--- src/rtl/wb_arbiter_pkg.sv ---
// Shared definitions for the regfile write-port arbiter: default starvation
// limit and the two arbitration state encodings.
package wb_arbiter_pkg;

  // Default number of cycles mul/div may wait before it is force-granted.
  localparam int WB_ARB_STARVE_LIMIT_DEF = 4;

  // Arbitration states: normal pipeline priority, or forced mul/div grant.
  typedef enum logic {
    WB_ARB_PIPE_PRIO = 1'b0,
    WB_ARB_MD_FORCE  = 1'b1
  } wb_arb_state_e;

endpackage

--- src/rtl/wb_arb_stats.sv ---
// Optional statistics block for wb_arbiter: counts mul/div wait cycles and
// force-grants. Both counters wrap and are cleared by reset.
module wb_arb_stats (
  input  logic        clock,
  input  logic        reset,
  input  logic        wait_stb,
  input  logic        force_stb,
  output logic [31:0] stat_md_wait,
  output logic [31:0] stat_force
);

  // Wrapping event counters, synchronous active-low clear.
  always_ff @(posedge clock) begin
    if (!reset) begin
      stat_md_wait <= '0;
      stat_force   <= '0;
    end else begin
      if (wait_stb)  stat_md_wait <= stat_md_wait + 32'd1;
      if (force_stb) stat_force   <= stat_force + 32'd1;
    end
  end

endmodule

--- src/rtl/wb_arbiter.sv ---
// Regfile write-port arbiter between the in-order pipeline writeback stream
// and the multi-cycle mul/div unit. The pipeline has priority; a starvation
// counter force-grants mul/div after STARVE_LIMIT consecutive wait cycles.
// The winning write is registered toward the regfile; rd == 0 writes are
// accepted but never raise the write enable.
//
// Handshake: a requester transfers in a cycle when its valid and ready are
// both high. Ready is only ever raised toward a valid requester, at most one
// ready is high per cycle, and readies depend only on the valids and
// registered state (never on write data). Both readies are low during reset.
//
// Optional build macro: WB_ARB_STATS_EN adds stat_md_wait_o / stat_force_o.
module wb_arbiter
  import wb_arbiter_pkg::*;
#(
  parameter int STARVE_LIMIT = WB_ARB_STARVE_LIMIT_DEF
) (
  input  logic        clock,
  input  logic        reset,
  input  logic        pipe_valid_i,
  input  logic [4:0]  pipe_rd_i,
  input  logic [63:0] pipe_wdata_i,
  output logic        pipe_ready_o,
  input  logic        md_valid_i,
  input  logic [4:0]  md_rd_i,
  input  logic [63:0] md_wdata_i,
  output logic        md_ready_o,
  output logic        wen_o,
  output logic [4:0]  rd_o,
  output logic [63:0] wdata_o,
  output logic        md_starved_o,
  output logic        dbg_state,
  output logic [3:0]  dbg_wait_cnt
`ifdef WB_ARB_STATS_EN
  ,
  output logic [31:0] stat_md_wait_o,
  output logic [31:0] stat_force_o
`endif
);

  localparam logic [3:0] LIMIT = 4'(STARVE_LIMIT);

  wb_arb_state_e state, state_next;
  logic [3:0]    wait_cnt, wait_cnt_next;
  logic          force_md;
  logic          pipe_xfer, md_xfer;

  // State register: arbitration state and starvation counter.
  always_ff @(posedge clock) begin
    if (!reset) begin
      state    <= WB_ARB_PIPE_PRIO;
      wait_cnt <= '0;
    end else begin
      state    <= state_next;
      wait_cnt <= wait_cnt_next;
    end
  end

  // Next state: count consecutive mul/div wait cycles, saturating at the
  // limit; reaching the limit selects the forced-grant state.
  always_comb begin
    wait_cnt_next = wait_cnt;
    if (!md_valid_i || md_xfer) begin
      wait_cnt_next = '0;
    end else if (wait_cnt < LIMIT) begin
      wait_cnt_next = wait_cnt + 4'd1;
    end
    state_next = (wait_cnt_next == LIMIT) ? WB_ARB_MD_FORCE : WB_ARB_PIPE_PRIO;
  end

  // Outputs: grant selection and ready handshakes, all gated off in reset.
  always_comb begin
    force_md     = reset && (state == WB_ARB_MD_FORCE) && md_valid_i;
    pipe_ready_o = reset && pipe_valid_i && !force_md;
    md_ready_o   = reset && md_valid_i && (force_md || !pipe_valid_i);
    md_starved_o = force_md;
    pipe_xfer    = pipe_valid_i && pipe_ready_o;
    md_xfer      = md_valid_i && md_ready_o;
  end

  // Writeback register: capture the winning write; rd == 0 suppresses wen.
  always_ff @(posedge clock) begin
    if (!reset) begin
      wen_o   <= 1'b0;
      rd_o    <= '0;
      wdata_o <= '0;
    end else if (pipe_xfer) begin
      wen_o   <= (pipe_rd_i != 5'd0);
      rd_o    <= pipe_rd_i;
      wdata_o <= pipe_wdata_i;
    end else if (md_xfer) begin
      wen_o   <= (md_rd_i != 5'd0);
      rd_o    <= md_rd_i;
      wdata_o <= md_wdata_i;
    end else begin
      wen_o   <= 1'b0;
    end
  end

  assign dbg_state    = state;
  assign dbg_wait_cnt = wait_cnt;

`ifdef WB_ARB_STATS_EN
  logic wait_stb;
  logic force_stb;

  assign wait_stb  = reset && md_valid_i && !md_ready_o;
  assign force_stb = force_md;

  wb_arb_stats u_stats (
    .clock        (clock),
    .reset        (reset),
    .wait_stb     (wait_stb),
    .force_stb    (force_stb),
    .stat_md_wait (stat_md_wait_o),
    .stat_force   (stat_force_o)
  );
`endif

endmodule

--- config.mk ---
export PLATFORM = sky130hd
export DESIGN_NAME = wb_arbiter
export DESIGN_NICKNAME = d
export VERILOG_FILES = /design/src/rtl/wb_arbiter_pkg.sv /design/src/rtl/wb_arb_stats.sv /design/src/rtl/wb_arbiter.sv
export SDC_FILE = /design/constraint.sdc
export NUM_CORES = 1
export LEC_CHECK = 0
export ABC_AREA = 1
export CORE_AREA = 4 4 118 120
export CTS_CLUSTER_DIAMETER = 150
export DETAILED_ROUTE_END_ITERATION = 6
export DIE_AREA = 0 0 122 124
export HOLD_SLACK_MARGIN = 0.06
export PLACE_DENSITY = 0.77
export SETUP_SLACK_MARGIN = 0.2
export SYNTH_ARGS = -nofsm -noshare
export SYNTH_HDL_FRONTEND = slang
export SYNTH_SLANG_ARGS = --single-unit
--- constraint.sdc ---
create_clock -name clock -period 1 [get_ports clock]
set_input_delay 0.15 -clock clock [delete_from_list [all_inputs] [get_ports clock]]
set_output_delay 0.15 -clock clock [all_outputs]
set_load 0.005 [all_outputs]
Figure 1. Congestion heat map (run 1).
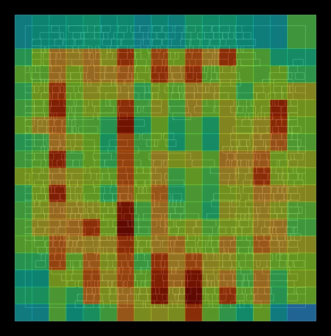
GR peak layer: met2
gr usage total: 0.207
WL per Instance: 16.6 um
met3 GRT Util: 0.0295

Figure 2. Pin map (run 1).
Pins as bars across the die edge, other pins in grey.
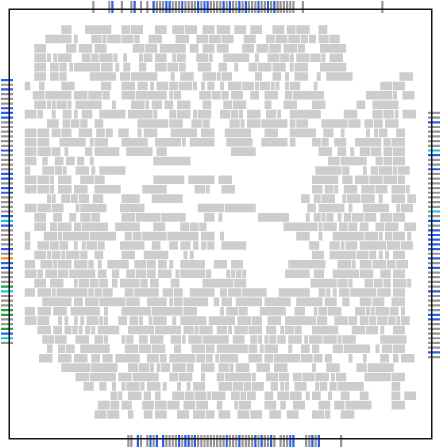
| port | colour | pins | direction | edge |
|---|---|---|---|---|
| md_wdata_i | blue | 64 | input | 17 bottom, 16 top, 16 left, 15 right |
| reset | orange | 1 | input | left |
| pipe_rd_i | cyan | 5 | input | 3 left, 2 right |
| dbg_wait_cnt | green | 4 | output | left |
all pins by edge: 57 left, 55 top, 55 bottom, 53 right
die width: 122 um
Die Span Y: 124 um
I/O Buffers: 219

Figure 3. Sequential cells coloured by netlist name (run 1).
Other sequential cells in the stronger grey, the rest of the logic in the fainter grey.
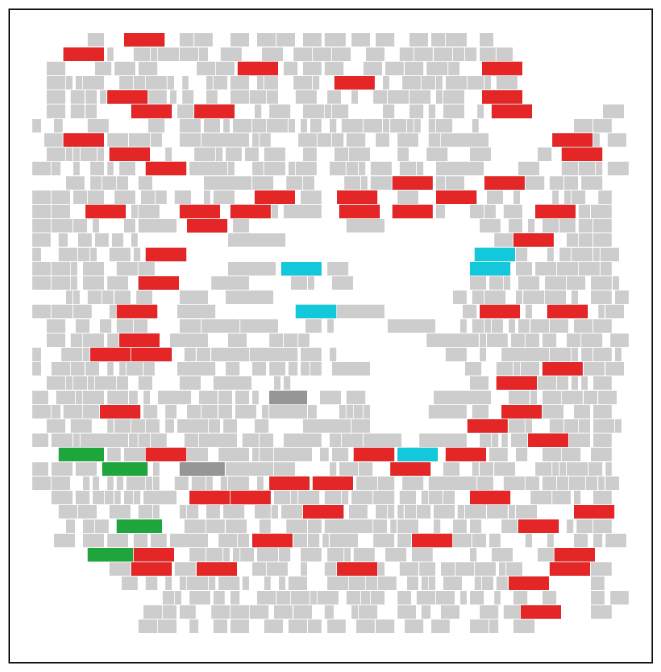
| name in the netlist | colour | sequential cells |
|---|---|---|
| wdata_o | red | 64 |
| dbg_wait_cnt | green | 4 |
| rd_o | cyan | 5 |

==> impl_metrics.tcl, run 1 <==
# metrics dict for downstream scripts
set metrics [dict create \
    yosys-stat-area_um2 4970 \
    r2r_slack_ns -0.26 \
    grt_pass1_wl_um 24900 \
    clock_path_buffers 2 \
    grt_overflow 0 \
    cts_tree "yes" \
    antenna_found_initial 0 \
    synthArstFlopShare 0 \
    fin_tns_setup_ns -17.58 \
    clkPwrFrac 0.363 \
    whs_path_depth 2 \
    startpoint_type "flop" \
    edf_count 0 \
    slew_viol_final 0 \
    syn2layout_area_growth_pct 70.9 \
    slowest_delay_ns 0.36 \
    path_depth 4 \
    htreeDepth 3 \
    hp-class "flop to flop" \
    yosysTopAreaCell "dfxtp_1" \
    combPwrFrac 0.281 \
    path_buffers 3 \
    vias 4931 \
    chip_area_um2 15100 \
    relSlewSlack 0.785 \
    finalWirelength_um 17000 \
    syn_area_per_cell_um2 8.59 \
    cts_root_buf "clkbuf_16" \
    xor_share 0 \
    fp_util 0.383 \
    nets 986 \
    aoi_share 0.132 \
    viasPerCell 4.82 \
    drtIter0Drc 187 \
    simple_gate_share 0.482 \
    drc_errors 0 \
    layout_top_cell "nand2_1" \
    seqPwrFrac 0.356 \
    coreArea_um2 13000 \
    final_core_util 0.654 \
    maxCapViolCount 0 \
    mux_share 0 \
    cp_max_fo 3 \
    cp_slowest_cell "dfxtp_4" \
    ys_cells 578 \
    ys_ff 75 \
    p_sw_frac 0.270 \
    topCellsByArea "dfxtp_1 30%, nand2_4 16%, a21oi_2 12%" \
    fillers 1070 \
    synth_top_area_share 0.302 \
    grt_pass1_vias 5083 \
    ant_nets 0 \
    setup_slack_ns -0.299 \
    status "finished with violations" \
    drive_above_1_share 0.558 \
    fp_nets 721 \
    syn_area_um2 4970 \
    postSynthCellCount 578 \
    layout_top_cells "146 x nand2_1, 138 x clkdlybuf4s50_1, 71 x nand2_2" \
    gp_congestion 0.818 \
    violations "setup timing" \
    worst-r2r-cell-count 7 \
    yosysSeqAreaShare 0.302 \
    setup_viol 79 \
    flop_cell "dfxtp_1" \
    fmax_mhz 770 \
    cp.arrival_ns 1.15 \
    endpoint_kind "primary output" \
    openroad.warnings 29 \
    path_cells "buf_4 -> o21ai_4 -> inv_2 -> buf_6" \
    hold_viol 0 \
    clk_pin_slew_ns 0.06 \
    clock.latency.late_pin_ns 0.33 \
    crit_family "flip-flops" \
    finalPower_w 0.00956 \
]
==> run 1: Yosys cell counts (2+ instances only) <==
cell type  count
nor2_1         7
a21oi_2       69
inv_2          3
o21ai_0        2
buf_12         7
buf_6          4
nand3b_1      67
nand2_2       70
nand3_1        6
nand2_1      147
o21ai_2        2
buf_4          2
nand2_4       70
dfxtp_1       75
inv_1          6
buf_2         31
==> run 1: worst register-to-register path, stage by stage (launching register included) <==
cell and delay, ns:
dfxtp_4 0.37, nand3_4 0.07, buf_6 0.14, buf_12 0.15
clkbuf_16 0.16, nand3b_1 0.10, nand2_2 0.07, a21oi_2 0.13
==> run 1: metal layers <==
layer | track usage | wire length [um] | vias up
li1 | - | - | 2380
met1 | 0.250 | 6830 | 2326
met2 | 0.373 | 8710 | 204
met3 | 0.0295 | 1180 | 21
met4 | 0.0749 | 306 | 0
met5 | 0 | 0 | -
==> run 1: worst paths after layout <==
path / from / endpoint
min reg2reg: wdata_o[37] / wdata_o[37]
max reg2reg: dbg_state / wdata_o[56]
max: dbg_state / md_ready_o
min: wdata_o[37] / wdata_o[37]
==> run 1: sequential cells by signal (all words and copies together), names as in the netlist <==
signal / flops
dbg_wait_cnt: 4
wdata_o: 64
rd_o: 5
wen_o: 1
dbg_state: 1
==> run 1: area by class of cell <==
type,count,area [um^2],area share
flip-flops and latches,75,1610,0.189
clock buffers,11,233,0.0274
multi-input cells,448,3120,0.367
inverters,11,55.1,0.00649
clock inverters,5,77.6,0.00914
repair buffers,298,3180,0.375
well taps,176,220,0.0260
==> run 1: per-stage QoR <==
step	instance area, um^2	hold slack [ns]
2_1_floorplan	4980	0.255
3_3_place_gp	7520	0.463
3_5_place_dp	7520	0.462
4_1_cts	8050	0.452
5_1_grt	8490	0.488
6_report	8490	0.477
==> run 1: cell families after synthesis <==
group / count (synthesis)
and+or+nand+nor: 372
DFF: 75
buffers and inverters: 55
adders and majority gates: 1
AOI/OAI and AO/OA: 75
==> run 1: what timing repair did <==
item,4_1_cts,5_1_grt
setup endpoints to repair,153,153
gates resized,451,36
endpoints found under the hold margin,0,0
setup buffers,20,10
cloned,1,8
pin swaps,9,9
==> run 1: power groups by stage <==
stage               Sequential (W)  Combinational, W  Clock (W)
CTS                        0.00339           0.00256    0.00354
detailed placement         0.00339           0.00258          0
global route               0.00343           0.00288    0.00368
floorplan                  0.00340           0.00125          0
global placement           0.00339           0.00253          0
finish                     0.00340           0.00269    0.00347
==> run 1 -> run 2 <==
==> constraint.sdc (replaced) <==
create_clock -name clock -period 1 [get_ports clock]
set_input_delay 0.2 -clock clock [delete_from_list [all_inputs] [get_ports clock]]
set_output_delay 0.2 -clock clock [all_outputs]
set_load 0.005 [all_outputs]
Figure 4. Signal wires on met4 (run 2).
Cells faint in the background.
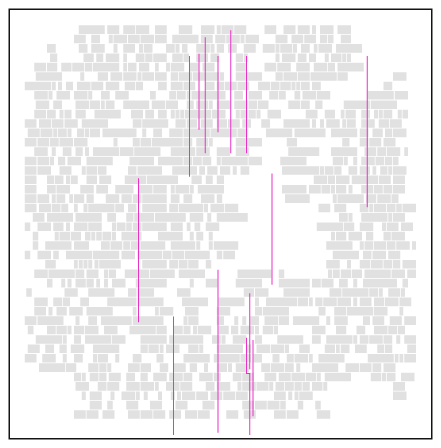
longest straight run: 46.9 um
nets with wire on the layer: 13
DRT Wirelength: 16300 um
via count: 4875

==> run 2 against run 1 <==
Compared with the run above: the flow still finishes with violations (setup timing); die area unchanged; clock power decreased by 6.3%; global-route usage grew 0.18 points; sequential power barely moved; flip-flop count is the same; fmax shrank 1.1%; setup slack worse by 0.015 ns; sequential share of layout area is essentially flat; power is 1.3% lower; via count is 1.1% lower; first-iteration DRC count rose by 20%.
==> impl_metrics.tcl, run 2 <==
# metrics dict for downstream scripts
set metrics [dict create \
    status "finished with violations" \
    violations "setup timing" \
    cts_tree "yes" \
    p_sw_frac 0.271 \
    setup_viol 79 \
    grt_overflow 0 \
    clock.latency.late_pin_ns 0.33 \
    place_hpwl_um 11700 \
    edf_count 0 \
    clk_pin_slew_ns 0.06 \
    syn_area_um2 4970 \
    worstSetupPathType "flop to flop" \
    syn2layout_area_growth_pct 69.9 \
    worst-r2r-cell-count 9 \
    fp_util 0.383 \
    slew_viol_final 0 \
    startpoint_type "flop" \
    fmax_mhz 761 \
    hold-worst-slack_ns 0.474 \
    period_used_share 1.31 \
    cp.arrival_ns 1.57 \
    syn_area_per_cell_um2 8.59 \
    cts_root_buf "clkbuf_16" \
    chip_area_um2 15100 \
    required_ns 1.26 \
    fp.dieW_um 122 \
    dr.pass1.iters 4 \
    layout_top_cells "147 x nand2_1, 138 x clkdlybuf4s50_1, 73 x dfxtp_2" \
    drc_errors 0 \
    common_cells "147 x nand2_1, 75 x dfxtp_1, 70 x nand2_2, 70 x nand2_4, 69 x a21oi_2" \
    min_to "wdata_o[26]" \
    cts_sinks 75 \
    top_register "wdata_o" \
    tightest_slew_ns 0.324 \
    coreArea_um2 13000 \
    drtIter0Drc 225 \
    num_rows 42 \
    seqPwrFrac 0.362 \
    clkPwrFrac 0.344 \
    cp_max_fo 6 \
    openroad.warnings 29 \
    regToRegStartpoint "dbg_state" \
    ys_cells 578 \
    finalCriticalPeriod_ns 1.31 \
    viasPerCell 4.75 \
    rsz0062_at_grt "yes" \
    flop_cell "dfxtp_1" \
    cts_hold_buf 0 \
    largest_reg_flops 64 \
    postSynthCellCount 578 \
    hp-class "flop to flop" \
    fp_nets 721 \
    r2r-end "wdata_o[17]" \
    grt_pass1_vias 5106 \
    placed_area_um2 7590 \
    synth_top_area_share 0.302 \
    nets 989 \
    hold_viol 0 \
    layout_top_cell "nand2_1" \
    topCellsByArea "dfxtp_1 30%, nand2_4 16%, a21oi_2 12%" \
    grt_pass1_wl_um 25200 \
    yosysSeqAreaShare 0.302 \
    gp_congestion 0.795 \
    ys_ff 75 \
    wl_per_cell_um 15.9 \
    n_antenna_cell 0 \
    clock_path_buffers 2 \
    setup_slack_ns -0.313 \
    r2r_slack_ns -0.31 \
    combPwrFrac 0.294 \
    whs_path_depth 2 \
    clock_skew_ns 0.00469 \
    die_h_um 124 \
    grt_max_degree 36 \
    drive_above_1_share 0.561 \
    power_density_nw_per_um2 1120 \
    p_leak_nw 3.52 \
    ioPinCount 220 \
    p_int_w 0.00688 \
    switchingPower_w 0.00256 \
    io_buffers 219 \
    yosys-stat-area_um2 4970 \
    maxCapViolCount 0 \
    fin_tns_setup_ns -19.78 \
    pre_cts_ws_ns -0.826 \
    ys_types 26 \
    final_core_util 0.650 \
    grt_usage 0.208 \
    synthArstFlopShare 0 \
    endpoint_kind "flop" \
    antenna_found_initial 0 \
    htreeDepth 3 \
    ant_nets 0 \
    ir_worst_vdd_v 0.000660 \
    yosys.cell_count.top_type "nand2_1" \
    numCtsBuffers 9 \
    relSlewSlack 0.784 \
    yosysTopAreaCell "dfxtp_1" \
    final_area_um2 8440 \
    min_from "wdata_o[26]" \
    yosysWarnings 0 \
]
## run 2: logic make-up (layout without fill, tap and decap cells)
| family | after synthesis | count (layout) | share of synthesized area |
|---|---|---|---|
| adder cells (fa/ha/maj) | 1 | 1 | 0.00252 |
| buffers and inverters | 55 | 328 | 0.0811 |
| AND-OR/OR-AND | 75 | 75 | 0.132 |
| AND/OR/NAND/NOR | 372 | 372 | 0.482 |
| flip-flops | 75 | 75 | 0.302 |
## run 2: final cells by class
class | count | area (um^2)
Fill cell | 1096 | 4540
Timing Repair Buffer | 301 | 3170
Multi-Input combinational cell | 448 | 3110
Sequential cell | 75 | 1600
Clock buffer | 11 | 243
Tap cell | 176 | 220
Clock inverter | 5 | 52.6
Inverter | 11 | 50.0
## run 2: metal layers
layer,global-route usage,routed length (um)
met1,0.247,6530
met2,0.368,8450
met3,0.0386,870
met4,0.0896,444
met5,0,0
## run 2: worst max-delay path: stages, from the launching register on
cell and delay, ns:
dfxtp_4 0.36, nand3_4 0.10, nand2_8 0.06, buf_6 0.13, buf_12 0.13, buf_12 0.12
buf_16 0.14, nand2_4 0.05, nand2_2 0.05, a21oi_2 0.10
## run 2: timing repair
action / in CTS / in global routing
pin swaps: 3 / 2
resized: 435 / 38
buffers inserted: 12 / 10
cloned: 5 / 2
endpoints found under the setup margin: 153 / 153
## run 2: worst max path at each step
stage                              end  slack [ns]  cells past startpoint       from
after CTS                  wdata_o[17]       -0.33                      9  dbg_state
after floorplan                rd_o[1]       -0.07                      6  dbg_state
after global placement    pipe_ready_o       -0.81                      6      reset
after detailed placement    md_ready_o       -0.83                      6      reset
final                      wdata_o[17]       -0.31                      9  dbg_state
after global routing       wdata_o[19]       -0.39                      9  dbg_state
## run 2: power by group through the flow
stage	sequential (W)	combinational (W)	clock (W)
2_1_floorplan	0.00340	0.00125	0
3_3_place_gp	0.00339	0.00255	0
3_5_place_dp	0.00340	0.00260	0
4_1_cts	0.00339	0.00265	0.00333
5_1_grt	0.00344	0.00297	0.00345
6_report	0.00341	0.00277	0.00325
## run 2: through the flow
stage	instances	total power, W
after global routing	1027	0.00986
after global placement	982	0.00594
after floorplan	578	0.00466
after detailed placement	982	0.00600
final	1027	0.00943
after CTS	1015	0.00937
==> run 2 -> run 3 <==
HOLD_SLACK_MARGIN = default   (was 0.06)
Figure 5. Congestion heat map (run 3).
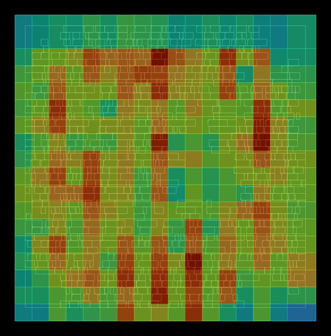
WL per Instance: 15.9 um
final core utilization: 0.650
GR Util met2: 0.368
gr usage total: 0.208

==> run 3 against run 2 <==
Compared with the run above: first-iteration DRC count unchanged; clock power hardly changed; utilization unchanged; critical path depth unchanged; the run still ends with setup timing left; critical endpoint unchanged.
==> impl_metrics.tcl, run 3 <==
# metrics dict for downstream scripts
set metrics [dict create \
    power_density_nw_per_um2 1120 \
    yosysSeqAreaShare 0.302 \
    numCtsBuffers 9 \
    viasPerCell 4.75 \
    syn_area_per_cell_um2 8.59 \
    cts_tree "yes" \
    clk_pin_slew_ns 0.06 \
    cts_hold_buf 0 \
    top_register "wdata_o" \
    syn2layout_area_growth_pct 69.9 \
    place_inst 982 \
    crit_end "wdata_o[17]" \
    cp_slowest_cell "dfxtp_4" \
    hp-class "flop to flop" \
    grt_pass1_vias 5106 \
    synthArstFlopShare 0 \
    ys_types 26 \
    cp-startpoint "dbg_state" \
    maxCapViolCount 0 \
    n_antenna_cell 0 \
    fin_tns_setup_ns -19.78 \
    die_h_um 124 \
    layout_top_cell "nand2_1" \
    min_from "wdata_o[26]" \
    ir_worst_vdd_v 0.000660 \
    hold_viol 0 \
    cts_root_buf "clkbuf_16" \
    path_buffers 4 \
    endpoint_kind "flop" \
    io_buffers 219 \
    fillers 1096 \
    edf_count 0 \
    cp_max_fo 6 \
    worst-r2r-cell-count 9 \
    finalCriticalPeriod_ns 1.31 \
    slew_viol_final 0 \
    drtIter0Drc 225 \
    dr.pass1.iters 4 \
    yosys-stat-area_um2 4970 \
    finalWirelength_um 16300 \
    antenna_found_initial 0 \
    yosys.cell_count.top_type "nand2_1" \
    r2r_slack_ns -0.31 \
    cp.arrival_ns 1.57 \
    grt_max_degree 36 \
    place_hpwl_um 11700 \
    rsz0062_at_grt "yes" \
    setup_slack_ns -0.313 \
    violations "setup timing" \
    fp.dieW_um 122 \
    ioPinCount 220 \
    status "finished with violations" \
    tightest_slew_ns 0.324 \
    p_leak_nw 3.52 \
    worstSetupPathType "flop to flop" \
    common_cells "147 x nand2_1, 75 x dfxtp_1, 70 x nand2_2, 70 x nand2_4, 69 x a21oi_2" \
    crit_family "buffers and inverters" \
    topCellsByArea "dfxtp_1 30%, nand2_4 16%, a21oi_2 12%" \
    r2r-end "wdata_o[17]" \
    drive_above_1_share 0.561 \
    grt_overflow 0 \
    cts_sinks 75 \
    path_cells "nand3_4 -> nand2_8 -> buf_6 -> buf_12 -> buf_12 -> buf_16 -> nand2_4 -> nand2_2 -> a21oi_2" \
    path_depth 9 \
    fp_util 0.383 \
    grt_pass1_wl_um 25200 \
    vias 4875 \
    synth_top_area_share 0.302 \
    timing.critical_path.mode_cell "buf_12" \
    fmax_mhz 761 \
    hold-worst-slack_ns 0.474 \
    slowest_delay_ns 0.36 \
    flop_cell "dfxtp_1" \
    drc_errors 0 \
    gp_congestion 0.795 \
    coreArea_um2 13000 \
    clock_skew_ns 0.00469 \
    htreeDepth 3 \
    num_rows 42 \
    chip_area_um2 15100 \
    setup_viol 79 \
    regToRegStartpoint "dbg_state" \
    yosysWarnings 0 \
    startpoint_type "flop" \
    period_used_share 1.31 \
    openroad.warnings 29 \
    fp_nets 721 \
    ant_nets 0 \
    syn_area_um2 4970 \
    required_ns 1.26 \
    ys_cells 578 \
    postSynthCellCount 578 \
    layout_top_cells "147 x nand2_1, 138 x clkdlybuf4s50_1, 73 x dfxtp_2" \
    clock.latency.late_pin_ns 0.33 \
    ys_ff 75 \
    clock_path_buffers 2 \
    nets 989 \
    largest_reg_flops 64 \
    yosysTopAreaCell "dfxtp_1" \
    finalNonFillerCells 1027 \
    relSlewSlack 0.784 \
]
run 3: cell counts in the layout (fill, tap and decap cells not counted):
No cell type changed its count.
run 3: final cells by class:
type                            instances  area (um^2)  area share
Timing Repair Buffer                  301         3170       0.376
Multi-Input combinational cell        448         3110       0.368
Sequential cell                        75         1600       0.189
Clock buffer                           11          243      0.0288
Tap cell                              176          220      0.0261
Clock inverter                          5         52.6     0.00623
Inverter                               11         50.0     0.00593
run 3: worst min-delay path by stage:
stage / end / depth (start not counted)
after detailed placement: wdata_o[33] / 2
final: wdata_o[26] / 2
after global routing: wdata_o[15] / 2
after floorplan: wen_o / 2
after CTS: wdata_o[44] / 2
after global placement: wdata_o[61] / 2
run 3: logic make-up (layout without fill, tap and decap cells):
logic type,Yosys count,count (layout),share of synthesized area
adders and majority gates,1,1,0.00252
DFF,75,75,0.302
buffers and inverters,55,328,0.0811
and+or+nand+nor,372,372,0.482
AOI/OAI and AO/OA,75,75,0.132
run 3: layer usage:
| metal | up-vias | global-route usage | wire length, um |
|---|---|---|---|
| met5 | - | 0 | 0 |
| met4 | 0 | 0.0896 | 444 |
| met3 | 31 | 0.0386 | 870 |
| met2 | 148 | 0.368 | 8450 |
| met1 | 2312 | 0.247 | 6530 |
| li1 | 2384 | - | - |
run 3: where the power goes:
group          switching [W]  internal, W  leakage, nW
clock network        0.00126      0.00199        0.145
logic                0.00114      0.00163         2.73
registers           0.000154      0.00326        0.646
run 3: through the flow:
step                      setup slack, ns  cell area, um^2   util  power (W)
after floorplan                   -0.0734             4990      -    0.00466
after global placement             -0.809             7590  0.585    0.00594
after detailed placement           -0.826             7590  0.585    0.00600
after CTS                          -0.332             8150  0.628    0.00937
after global routing               -0.393             8440  0.650    0.00986
final                              -0.313             8440  0.650    0.00943
run 3: worst register-to-register path: stages (launching register included):
cell and delay, ns:
dfxtp_4 0.36, nand3_4 0.10, nand2_8 0.06, buf_6 0.13, buf_12 0.13, buf_12 0.12, buf_16 0.14, nand2_4 0.05
nand2_2 0.05, a21oi_2 0.10
run 3: repair_timing:
action	in CTS	in global routing
pin swaps	3	2
setup buffers	12	10
resized	435	38
cloned	5	2
setup endpoints to repair	153	153
No activity file was given, so power comes from the tool's default toggle rates.
